<file path="src/rtl/display_defs.sv">
// Shared definitions for the output-display stage: FSM states and the
// active-low 7-segment patterns in {g,f,e,d,c,b,a} order.
package display_defs;

    typedef enum logic [1:0] {
        OCIOSO,
        CONVERTE,
        ATUALIZA
    } estado_t;

    localparam logic [6:0] SEG_BLANK = 7'b1111111;
    localparam logic [6:0] SEG_DASH  = 7'b0111111;

    // Codes 10-15 never appear in valid BCD; they are shown blank.
    function automatic logic [6:0] seg_digito(input logic [3:0] digito);
        logic [6:0] seg;
        seg = SEG_BLANK;
        case (digito)
            4'd0:    seg = 7'b1000000;
            4'd1:    seg = 7'b1111001;
            4'd2:    seg = 7'b0100100;
            4'd3:    seg = 7'b0110000;
            4'd4:    seg = 7'b0011001;
            4'd5:    seg = 7'b0010010;
            4'd6:    seg = 7'b0000010;
            4'd7:    seg = 7'b1111000;
            4'd8:    seg = 7'b0000000;
            4'd9:    seg = 7'b0010000;
            default: seg = SEG_BLANK;
        endcase
        return seg;
    endfunction

endpackage

</file>
<file path="src/rtl/decodificador_7seg.sv">
// Combinational BCD digit to active-low 7-segment pattern.
module decodificador_7seg
    import display_defs::*;
(
    input  logic [3:0] digito_i,
    output logic [6:0] segmentos_o
);

    always_comb begin
        segmentos_o = seg_digito(digito_i);
    end

endmodule

</file>
<file path="src/rtl/controlador_saida_display.sv">
// Captures the output-mux value on OUT, converts it to BCD by double-dabble
// and drives blanked / overflow-aware active-low 7-segment displays.
module controlador_saida_display
    import display_defs::*;
#(
    parameter int unsigned DATA_WIDTH  = 32,
    parameter int unsigned NUM_DIGITOS = 8
) (
    input  logic                     clock,
    input  logic                     reset_n,
    input  logic                     out,
    input  logic [DATA_WIDTH-1:0]    dado_saida,
    output logic                     ocupado,
    output logic                     pronto,
    output logic                     overflow,
    output logic [4*NUM_DIGITOS-1:0] bcd_digitos,
    output logic [7*NUM_DIGITOS-1:0] segmentos
);

    localparam int unsigned NUM_DIG_INT = (DATA_WIDTH * 3) / 10 + 1;
    localparam int unsigned BCD_W       = 4 * NUM_DIG_INT;
    localparam int unsigned SR_W        = BCD_W + DATA_WIDTH;
    localparam int unsigned CW          = $clog2(DATA_WIDTH + 1);

    estado_t                    estado_q, estado_d;
    logic [SR_W-1:0]            sr_q, sr_d;
    logic [CW-1:0]              cnt_q, cnt_d;
    logic [DATA_WIDTH-1:0]      pend_q, pend_d;
    logic                       pend_v_q, pend_v_d;
    logic                       pronto_q, pronto_d;
    logic                       ovf_q, ovf_d;
    logic [4*NUM_DIGITOS-1:0]   bcd_q, bcd_d;
    logic [7*NUM_DIGITOS-1:0]   seg_q, seg_d;

    logic [BCD_W-1:0]           bcd_int;
    logic                       ovf_int;
    logic [7*NUM_DIGITOS-1:0]   seg_dec;
    logic [7*NUM_DIGITOS-1:0]   seg_fmt;

    function automatic logic [SR_W-1:0] passo_dabble(input logic [SR_W-1:0] sr);
        logic [SR_W-1:0] t;
        t = sr;
        for (int unsigned i = 0; i < NUM_DIG_INT; i++) begin
            if (t[DATA_WIDTH + 4*i +: 4] >= 4'd5) begin
                t[DATA_WIDTH + 4*i +: 4] = t[DATA_WIDTH + 4*i +: 4] + 4'd3;
            end
        end
        return {t[SR_W-2:0], 1'b0};
    endfunction

    assign bcd_int = sr_q[SR_W-1 -: BCD_W];

    generate
        if (NUM_DIG_INT > NUM_DIGITOS) begin : g_ovf
            assign ovf_int = |bcd_int[BCD_W-1:4*NUM_DIGITOS];
        end else begin : g_sem_ovf
            assign ovf_int = 1'b0;
        end
    endgenerate

    for (genvar g = 0; g < NUM_DIGITOS; g++) begin : g_dec
        decodificador_7seg u_dec (
            .digito_i    (bcd_int[4*g +: 4]),
            .segmentos_o (seg_dec[7*g +: 7])
        );
    end

    // Scan from the top digit down; a digit becomes visible once any digit at
    // or above it is nonzero, and digit 0 is always visible.
    always_comb begin
        logic        visivel;
        int unsigned idx;
        visivel = 1'b0;
        idx     = 0;
        seg_fmt = '1;
        for (int unsigned k = 0; k < NUM_DIGITOS; k++) begin
            idx     = NUM_DIGITOS - 1 - k;
            visivel = visivel | (bcd_int[4*idx +: 4] != 4'd0) | (idx == 0);
            if (ovf_int) begin
                seg_fmt[7*idx +: 7] = SEG_DASH;
            end else if (visivel) begin
                seg_fmt[7*idx +: 7] = seg_dec[7*idx +: 7];
            end else begin
                seg_fmt[7*idx +: 7] = SEG_BLANK;
            end
        end
    end

    always_comb begin
        estado_d = estado_q;
        sr_d     = sr_q;
        cnt_d    = cnt_q;
        pend_d   = pend_q;
        pend_v_d = pend_v_q;
        pronto_d = 1'b0;
        ovf_d    = ovf_q;
        bcd_d    = bcd_q;
        seg_d    = seg_q;

        if (out && (estado_q != OCIOSO)) begin
            pend_d   = dado_saida;
            pend_v_d = 1'b1;
        end

        case (estado_q)
            OCIOSO: begin
                if (out) begin
                    sr_d     = {{BCD_W{1'b0}}, dado_saida};
                    cnt_d    = CW'(DATA_WIDTH);
                    estado_d = CONVERTE;
                end
            end
            CONVERTE: begin
                sr_d  = passo_dabble(sr_q);
                cnt_d = cnt_q - CW'(1);
                if (cnt_q == CW'(1)) begin
                    estado_d = ATUALIZA;
                end
            end
            ATUALIZA: begin
                bcd_d    = bcd_int[4*NUM_DIGITOS-1:0];
                ovf_d    = ovf_int;
                seg_d    = seg_fmt;
                pronto_d = 1'b1;
                // A write in this very cycle supersedes any older pending value,
                // so it is loaded straight away instead of via the buffer.
                if (out) begin
                    sr_d     = {{BCD_W{1'b0}}, dado_saida};
                    cnt_d    = CW'(DATA_WIDTH);
                    pend_v_d = 1'b0;
                    estado_d = CONVERTE;
                end else if (pend_v_q) begin
                    sr_d     = {{BCD_W{1'b0}}, pend_q};
                    cnt_d    = CW'(DATA_WIDTH);
                    pend_v_d = 1'b0;
                    estado_d = CONVERTE;
                end else begin
                    estado_d = OCIOSO;
                end
            end
            default: begin
                estado_d = OCIOSO;
            end
        endcase
    end

    always_ff @(posedge clock or negedge reset_n) begin
        if (!reset_n) begin
            estado_q <= OCIOSO;
            sr_q     <= '0;
            cnt_q    <= '0;
            pend_q   <= '0;
            pend_v_q <= 1'b0;
            pronto_q <= 1'b0;
            ovf_q    <= 1'b0;
            bcd_q    <= '0;
            seg_q    <= '1;
        end else begin
            estado_q <= estado_d;
            sr_q     <= sr_d;
            cnt_q    <= cnt_d;
            pend_q   <= pend_d;
            pend_v_q <= pend_v_d;
            pronto_q <= pronto_d;
            ovf_q    <= ovf_d;
            bcd_q    <= bcd_d;
            seg_q    <= seg_d;
        end
    end

    assign ocupado     = (estado_q != OCIOSO) || pend_v_q;
    assign pronto      = pronto_q;
    assign overflow    = ovf_q;
    assign bcd_digitos = bcd_q;
    assign segmentos   = seg_q;

endmodule

</file>
<file path="config.mk">
export PLATFORM = sky130hd
export DESIGN_NAME = controlador_saida_display
export DESIGN_NICKNAME = d
export VERILOG_FILES = /design/src/rtl/display_defs.sv /design/src/rtl/decodificador_7seg.sv /design/src/rtl/controlador_saida_display.sv
export SDC_FILE = /design/constraint.sdc
export NUM_CORES = 1
export LEC_CHECK = 0
export ABC_CLOCK_PERIOD_IN_PS = 3300
export CAP_MARGIN = 20
export CORE_UTILIZATION = 59
export CTS_BUF_LIST = sky130_fd_sc_hd__clkbuf_2 sky130_fd_sc_hd__clkbuf_4 sky130_fd_sc_hd__clkbuf_8
export DETAILED_ROUTE_END_ITERATION = 10
export GPL_ROUTABILITY_DRIVEN = 0
export PLACE_DENSITY = 0.93
export SLEW_MARGIN = 20
export SYNTH_ARGS = -nofsm -noshare
export SYNTH_HDL_FRONTEND = slang
export SYNTH_HIERARCHICAL = 1
export SYNTH_SLANG_ARGS = --single-unit
</file>
<file path="constraint.sdc">
create_clock -name clock -period 3.3 [get_ports clock]
set_clock_uncertainty 0.05 [all_clocks]
set_input_delay 0.66 -clock clock [delete_from_list [all_inputs] [get_ports clock]]
set_output_delay 0.66 -clock clock [all_outputs]
set_load 0.02 [all_outputs]
</file>
==> CHANGELOG.md, run 1 <==
### Metrics

- Reg2reg path depth: 6
- CP top delay family: buffers and inverters
- Yosys stat area: 0.0112 sq mm
- Outcome: finished, final reports clean
- Tightest Pin Transition: 0.680 ns
- R2r startpoint: sr_q[45]
- Crit-path cells: inv_1 > ha_1 > nand2b_1 > clkdlybuf4s50_1
- Leak Pwr: 5.84 nW
- Grt ovf: 0
- R2r endpoint: segmentos[9]
- Inst Count DP: 1343
- Sequential share of power: 39.5%
- Slew headroom: 54.6%
- Met2 WL: 13000 um
- Crit end category: output pin
- Final Hold Vio Count: 0
- Asr flop ratio synth: 100%
- # Post-CTS Setup Buffers: 0
- Sequential area share after synthesis: 45.9%
- Worst Setup EP: ocupado
- Final max-slew violation count: 0
- Clock power frac: 23.8%
- Top pwr grp: registers
- Commonest cells after routing, fill and taps aside: 147 x dfrtp_1, 128 x o21ai_0, 124 x clkdlybuf4s50_1
- Layout cell share with drive strength beyond 1: 20.2%
- Final setup vio count: 0
- Largest net degree at the start of global routing: 71
- Switching Fraction: 33.4%
- First-pass GRT wire length: 42800 um
- Max Cap Viol: 0
- Final Power: 0.0102 W
- Critical path's slowest cell: clkdlybuf4s50_1
- Hold WC Path Type: input port to asynchronous set/reset pin
- Flip-flops with a built-in enable: 0
- Comb power frac: 36.7%
- Fill cells: 1244
- Comb power: 0.00375 W
- RSZ-0062 raised after global routing: false
- FFs & Latches: 203
- Critical path depth: 4
- # IOs: 126
- Worst Setup SP: estado_q[0]
- Fmax achieved: 367 MHz
- Non-clk invs: 59
- Chip Area: 0.0196 sq mm
- Distinct lib cells used: 54
- Worst slack, placed: 0.569 ns
- YS warnings: 6
- Clk slew on worst S/H paths: 0.06 ns
- Synth Instances: 1033
- Worst R2R Setup Slack: 0.85 ns
- # Cells Yosys: 1033
- DR vias/cell: 6.09
- First-iteration detailed-routing DRC count: 515
- Main synth FF type: dfrtp_1
- Antenna cells: 0
- Synth area leaders: dfrtp_1 33%, dfstp_2 13%, ha_1 8.1%
- Top cell category: logic gates
- Vias: 8579
- Mapped Area: 0.0112 sq mm
- Non-clock buffer total of the final layout: 141
- Syn avg cell area: 10.9 sq um
- Critical Path Source Type: flop
- P per Cell Area: 766 mW/mm^2
- Clock tree buffer depth: 3
- Port bufs: 125
- Antenna viol nets, final: 0
- FF/Latch Area: 0.00515 sq mm
- DRC errors left: 0
- Worst VDD drop: 0.481 mV
- Cts-stage hold buffer count: 0
- Slowest stage delay, CP: 0.62 ns
- Die W: 140 um
- Pint: 0.00681 W
- Fp util: 60.2%
- Die y size: 140 um
- Routed wire length: 25400 um
- Power Clock: 0.00244 W
run 1: cell families after synthesis:
group | count (synthesis) | share of synthesized area [%]
simple gates | 178 | 9.43
compound gates | 335 | 20.0
xor+xnor | 13 | 1.01
mux | 107 | 10.3
buf+inv | 124 | 5.23
flops | 203 | 45.9
fa+ha+maj | 73 | 8.14
run 1: cell usage after synthesis (21+ instances only):
master and count:
dfstp_2 56, nand2_1 25, mux2_2 65, a21oi_1 48, ha_1 73, nand2b_1 35
clkbuf_1 34, inv_1 59, o21ai_0 128, dfrtp_1 147, a22o_1 21, o22a_1 43
mux2i_1 42, nor2_1 42, a2bb2oi_1 31
run 1: routing by layer:
metal | up-vias | track usage [%]
met3 | 66 | 5.03
met5 | - | 0
met1 | 4234 | 32.6
met4 | 0 | 10.5
met2 | 310 | 47.3
li1 | 3969 | -
### Routing congestion, run 1

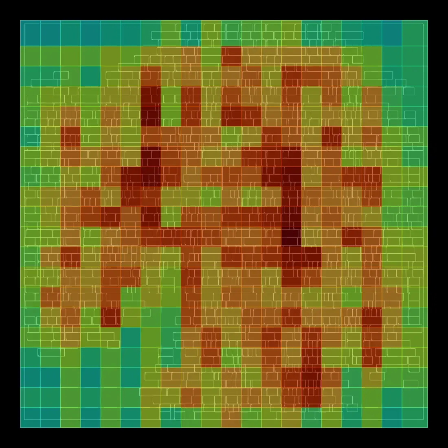
Most Used Layer, Global Route: met2
met1 Usage GRT: 32.6%
final core occ: 71.6%
grt met3 use: 5.03%
grt met2 use: 47.3%

### Placement by cell class, run 1

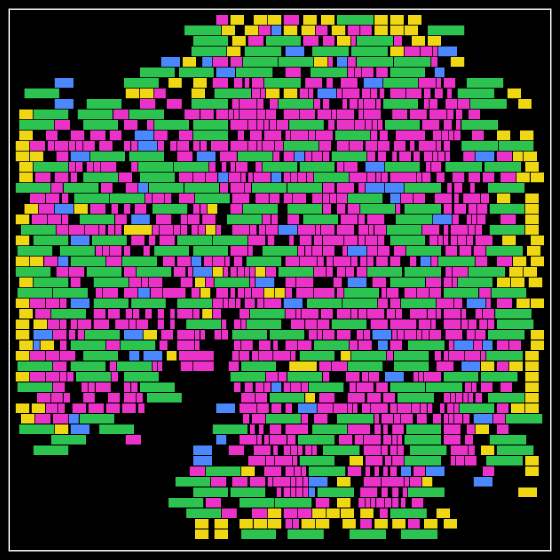
color	class	cells	share of their area
blue	clock drivers and dummy loads	66	5.9%
magenta	combinational and other logic	765	44%
yellow	remaining buffers and delay cells	141	11%
green	sequential cells	203	39%
Seq area share: 38.6%
row count: 50
cell area after layout: 0.0133 sq mm
Core ar.: 0.0186 sq mm

### Clock network drawn from the DEF, run 1

Scale bar: 50 um.
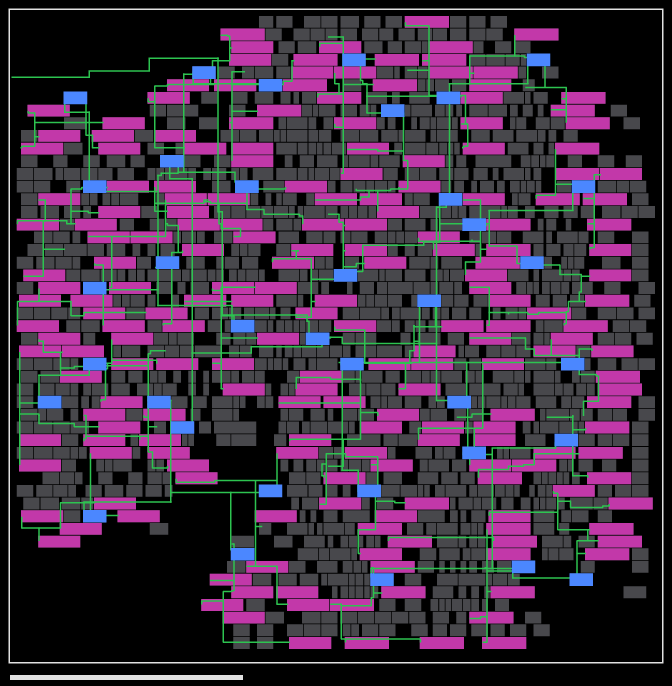
[blue] clock drivers | count: 36
[magenta] flip-flops | count: 203
[green] clock wires | length: 2720 um
flops lie	all over the die
routed clock nets	37

### Power grid, run 1

Pins as bars on the die edge. Tap cells in gray.
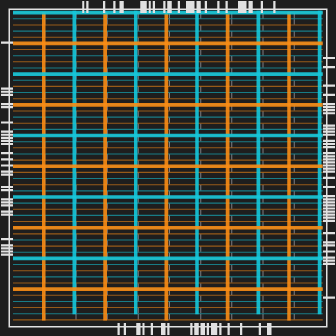

==> inputs of run 2 (changes only) <==
--- a/config.mk
+++ b/config.mk
@@ -5,13 +5,13 @@
 export SDC_FILE = /design/constraint.sdc
 export NUM_CORES = 1
 export LEC_CHECK = 0
-export ABC_CLOCK_PERIOD_IN_PS = 3300
+export ABC_CLOCK_PERIOD_IN_PS = 2400
 export CAP_MARGIN = 20
-export CORE_UTILIZATION = 59
+export CORE_UTILIZATION = 53
 export CTS_BUF_LIST = sky130_fd_sc_hd__clkbuf_2 sky130_fd_sc_hd__clkbuf_4 sky130_fd_sc_hd__clkbuf_8
 export DETAILED_ROUTE_END_ITERATION = 10
 export GPL_ROUTABILITY_DRIVEN = 0
-export PLACE_DENSITY = 0.93
+export PLACE_DENSITY = 0.89
 export SLEW_MARGIN = 20
 export SYNTH_ARGS = -nofsm -noshare
 export SYNTH_HDL_FRONTEND = slang
==> constraint.sdc (replaced) <==
create_clock -name clock -period 2.4 [get_ports clock]
set_clock_uncertainty 0.05 [all_clocks]
set_input_delay 0.48 -clock clock [delete_from_list [all_inputs] [get_ports clock]]
set_output_delay 0.48 -clock clock [all_outputs]
set_load 0.02 [all_outputs]
### Power grid, run 2

Pins as bars on the die edge. Tap cells in gray.
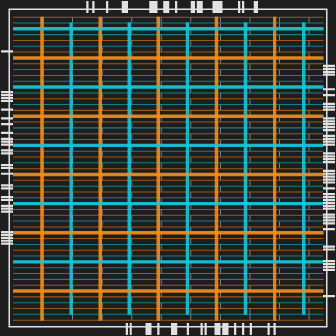
color	net
cyan	VDD
orange	VSS
tap cells	270
signal pins	126
met1 rails	53
rows	52

### Routed metal, one color a layer, run 2

Scale bar: 50 um.
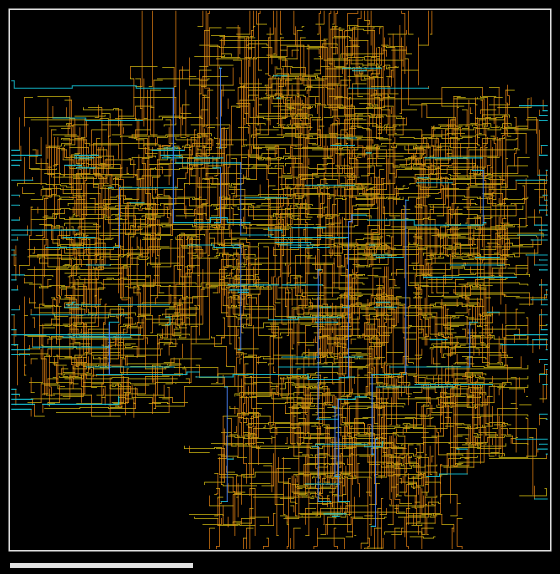
color	layer	wire length
blue	metal 4	451 um
orange	metal 2	12900 um
yellow	metal 1	10900 um
cyan	metal 3	1280 um

==> run 2 against run 1 <==
Area after synthesis unchanged. Clock-buffer cell count decreased by 1. First-iteration DRC count fell by 4.1%. Final cell count is 4.4% higher. Cell area grew 2.5%. Critical endpoint unchanged. Largest power group unchanged.
==> CHANGELOG.md, run 2 <==
### Metrics

- Final worst slack: 0.124 ns (was 0.579 ns)
- Hold WC Path Type: flop to flop (was input port to asynchronous set/reset pin)
- Critical path's slowest cell: dfrtp_1 (was clkdlybuf4s50_1)
- Num CTS Buffers: 37 (was 36)
- Max reg flops: 72 (unchanged)
- First-iteration detailed-routing DRC count: 494 (was 515)
- Final Hold Vio Count: 0 (unchanged)
- Sequential share of power: 39.0% (was 39.5%)
- DR WL/cell: 17.3 um (was 18.0 um)
- Placed cell area: 0.0129 sq mm (was 0.0126 sq mm)
- First-pass GRT wire length: 42400 um (was 42800 um)
- Largest net degree at the start of global routing: 74 (was 71)
- Asr flop ratio synth: 100% (unchanged)
- Chip Area: 0.0218 sq mm (was 0.0196 sq mm)
- Die y size: 147 um (was 140 um)
- Clock tree buffer depth: 3 (unchanged)
- Worst Setup EP: ocupado (unchanged)
- Sequential area share after synthesis: 45.9% (unchanged)
- Tightest Pin Transition: 0.622 ns (was 0.680 ns)
- Switching Fraction: 33.0% (was 33.4%)
- Register bit total from synthesis: 203 (unchanged)
- CTS tree: done (unchanged)
- Period minus WS final: 2.28 ns
- Comb power: 0.00526 W (was 0.00375 W)
- Comb power frac: 36.9% (was 36.7%)
- Root buf cell: clkbuf_8 (unchanged)
- Vias in the first global route: 8567 (was 8812)
- M1 WL: 10900 um (was 10300 um)
- Fp util: 54.7% (was 60.2%)
- Crit-path cells: inv_1 > ha_1 > nand2b_1 > dlygate4sd2_1 (was inv_1 > ha_1 > nand2b_1 > clkdlybuf4s50_1)
- Worst Path Max Fanout: 4 (unchanged)
- Routed met3 length: 1280 um (was 1350 um)
- RSZ-0062 raised after global routing: false (unchanged)
- Slew headroom: 58.6% (was 54.6%)
- Most frequent logic cell in the layout: dfrtp_1 (unchanged)
- FF/Latch Area: 0.00515 sq mm (unchanged)
- Fmax achieved: 439 MHz
- Syn_nets: 1141 (unchanged)
- Distinct lib cells used: 54 (unchanged)
- Port bufs: 125 (unchanged)
- Worst slack, placed: 0.169 ns (was 0.569 ns)
- Max Cap Viol: 0 (unchanged)
- YS warnings: 6 (unchanged)
- Grt ovf: 0 (unchanged)
- Layout area overhead: 22.0% (was 19.0%)
- Top Layer Used: met4 (unchanged)
- Final max-slew violation count: 0 (unchanged)
- Reg with most FFs: sr_q (unchanged)
- Clock insertion delay at the later pin of the skew report: 0.53 ns (was 0.54 ns)
- Worst Hold Endpoint: segmentos[27]
- Row count: 52 (was 50)
- Routed wire length: 25500 um (was 25400 um)
- Area share, top type: 32.8% (unchanged)
- Crit path DAT: 1.75 ns (was 2.01 ns)
- Slowest stage delay, CP: 0.40 ns (was 0.62 ns)
- Inst Count DP: 1405 (was 1343)
- Yosys stat area: 0.0112 sq mm (unchanged)
- # Cells Yosys: 1033 (unchanged)
- Synth area leaders: dfrtp_1 33%, dfstp_2 13%, ha_1 8.1% (unchanged)
- Worst VDD drop: 0.602 mV (was 0.481 mV)
- Flip-flops with a built-in enable: 0 (unchanged)
- CP required: 1.87 ns (was 2.59 ns)
- Seq group: 0.00555 W (was 0.00404 W)
- Main synth FF type: dfrtp_1 (unchanged)
- Fin crit share: 94.8%
- Cell area after layout: 0.0137 sq mm (was 0.0133 sq mm)
- Total global-route track usage: 23.8% (was 26.9%)
- Worst R2R Setup Slack: 0.21 ns (was 0.85 ns)
- Final Non-Filler Cells: 1471 (was 1409)
- Switching pwr: 0.00470 W (was 0.00341 W)
- Mapped Area: 0.0112 sq mm (unchanged)
- Initial antenna violation count: 0 (unchanged)
- Met2 WL: 12900 um (was 13000 um)
- Pint: 0.00954 W (was 0.00681 W)
- Synth Instances: 1033 (unchanged)
- Top pwr grp: registers (unchanged)
- Tool warning count: 79 (unchanged)
- Core ar.: 0.0205 sq mm (was 0.0186 sq mm)
- Most common library cells after synthesis: 147 x dfrtp_1, 128 x o21ai_0, 73 x ha_1 (unchanged)
- Met1 Usage GRT: 31.1% (was 32.6%)
- DR vias/cell: 5.93 (was 6.09)
- P per Cell Area: 1040 mW/mm^2 (was 766 mW/mm^2)
- Vias: 8720 (was 8579)
- Critical Path Source Type: flop (unchanged)
- Die W: 147 um (was 140 um)
- Final setup vio count: 0 (unchanged)
- Outcome: finished, final reports clean (unchanged)
- Clock power frac: 24.1% (was 23.8%)
- Most Used Layer, Global Route: met2 (unchanged)
- Grt met2 use: 40.2% (was 47.3%)
- H-tree depth: 2 (unchanged)
- Commonest cells after routing, fill and taps aside: 147 x dfrtp_1, 128 x o21ai_0, 123 x clkdlybuf4s50_1 (was 147 x dfrtp_1, 128 x o21ai_0, 124 x clkdlybuf4s50_1)
- Hold_sp: segmentos[27]
- Count leader, synth: dfrtp_1 (unchanged)
- R2r startpoint: sr_q[64] (was sr_q[45])
- # IOs: 126 (unchanged)
- Layout cell share with drive strength beyond 1: 21.8% (was 20.2%)
- Setup_tns: 0 ns (unchanged)
- Detailed Routing Iterations Pass 1: 5 (was 7)
- Final core occ: 66.8% (was 71.6%)
- Hold WS: 0.436 ns (was 0.0660 ns)
- Worst Setup SP: estado_q[0] (unchanged)
- DRC errors left: 0 (unchanged)
- Post-detail-place hpwl: 16800 um (was 16400 um)
- Clk slew on worst S/H paths: 0.06 ns (about the same)
- Antenna viol nets, final: 0 (unchanged)
- Comb area: 0.00552 sq mm (unchanged)
- Crit path kind: flop to output pin (unchanged)
- Antenna cells: 0 (unchanged)
- Largest area contributor in the netlist: dfrtp_1 (unchanged)
- CTS sink cnt: 203 (unchanged)
- Syn avg cell area: 10.9 sq um (unchanged)
- Worst hold path depth: 1
- Power Clock: 0.00343 W (was 0.00244 W)
- # nets final: 1283 (was 1255)
- Grt met3 use: 4.20% (was 5.03%)
- R2r endpoint: segmentos[36] (was segmentos[9])
- Fill cells: 1484 (was 1244)
- Crit end category: output pin (unchanged)
- Leak Pwr: 6.00 nW (was 5.84 nW)
- Final Power: 0.0142 W (was 0.0102 W)
- Reg2reg path depth: 6 (unchanged)
## run 2: critical path: cells and delay by family, from the launching register on
kind	cells	cell delay [ns]
simple gates	1	0.13
flops	1	0.40
buf+inv	2	0.44
fa+ha+maj	1	0.25
## run 2: what timing repair did
item,CTS,global route
endpoints found under the setup margin,1,0
buffers inserted,0,0
resized,1,0
hold endpoints to repair,35,0
hold buffers,1,0
## run 2: layout make-up
cell class,instances,share of cell area (%)
Sequential cell,203,37.6
Clock inverter,3,0.128
Inverter,59,1.62
Tap cell,270,2.47
Timing Repair Buffer,168,12.2
Multi-Input combinational cell,706,40.3
Clock buffer,62,5.64
## run 2: kinds of logic after synthesis
logic type / share of synthesized area (%)
compound gates: 20.0
flops: 45.9
simple gates: 9.43
buf+inv: 5.23
mux: 10.3
fa+ha+maj: 8.14
xor+xnor: 1.01
Power is estimated from default activity; no workload was simulated.
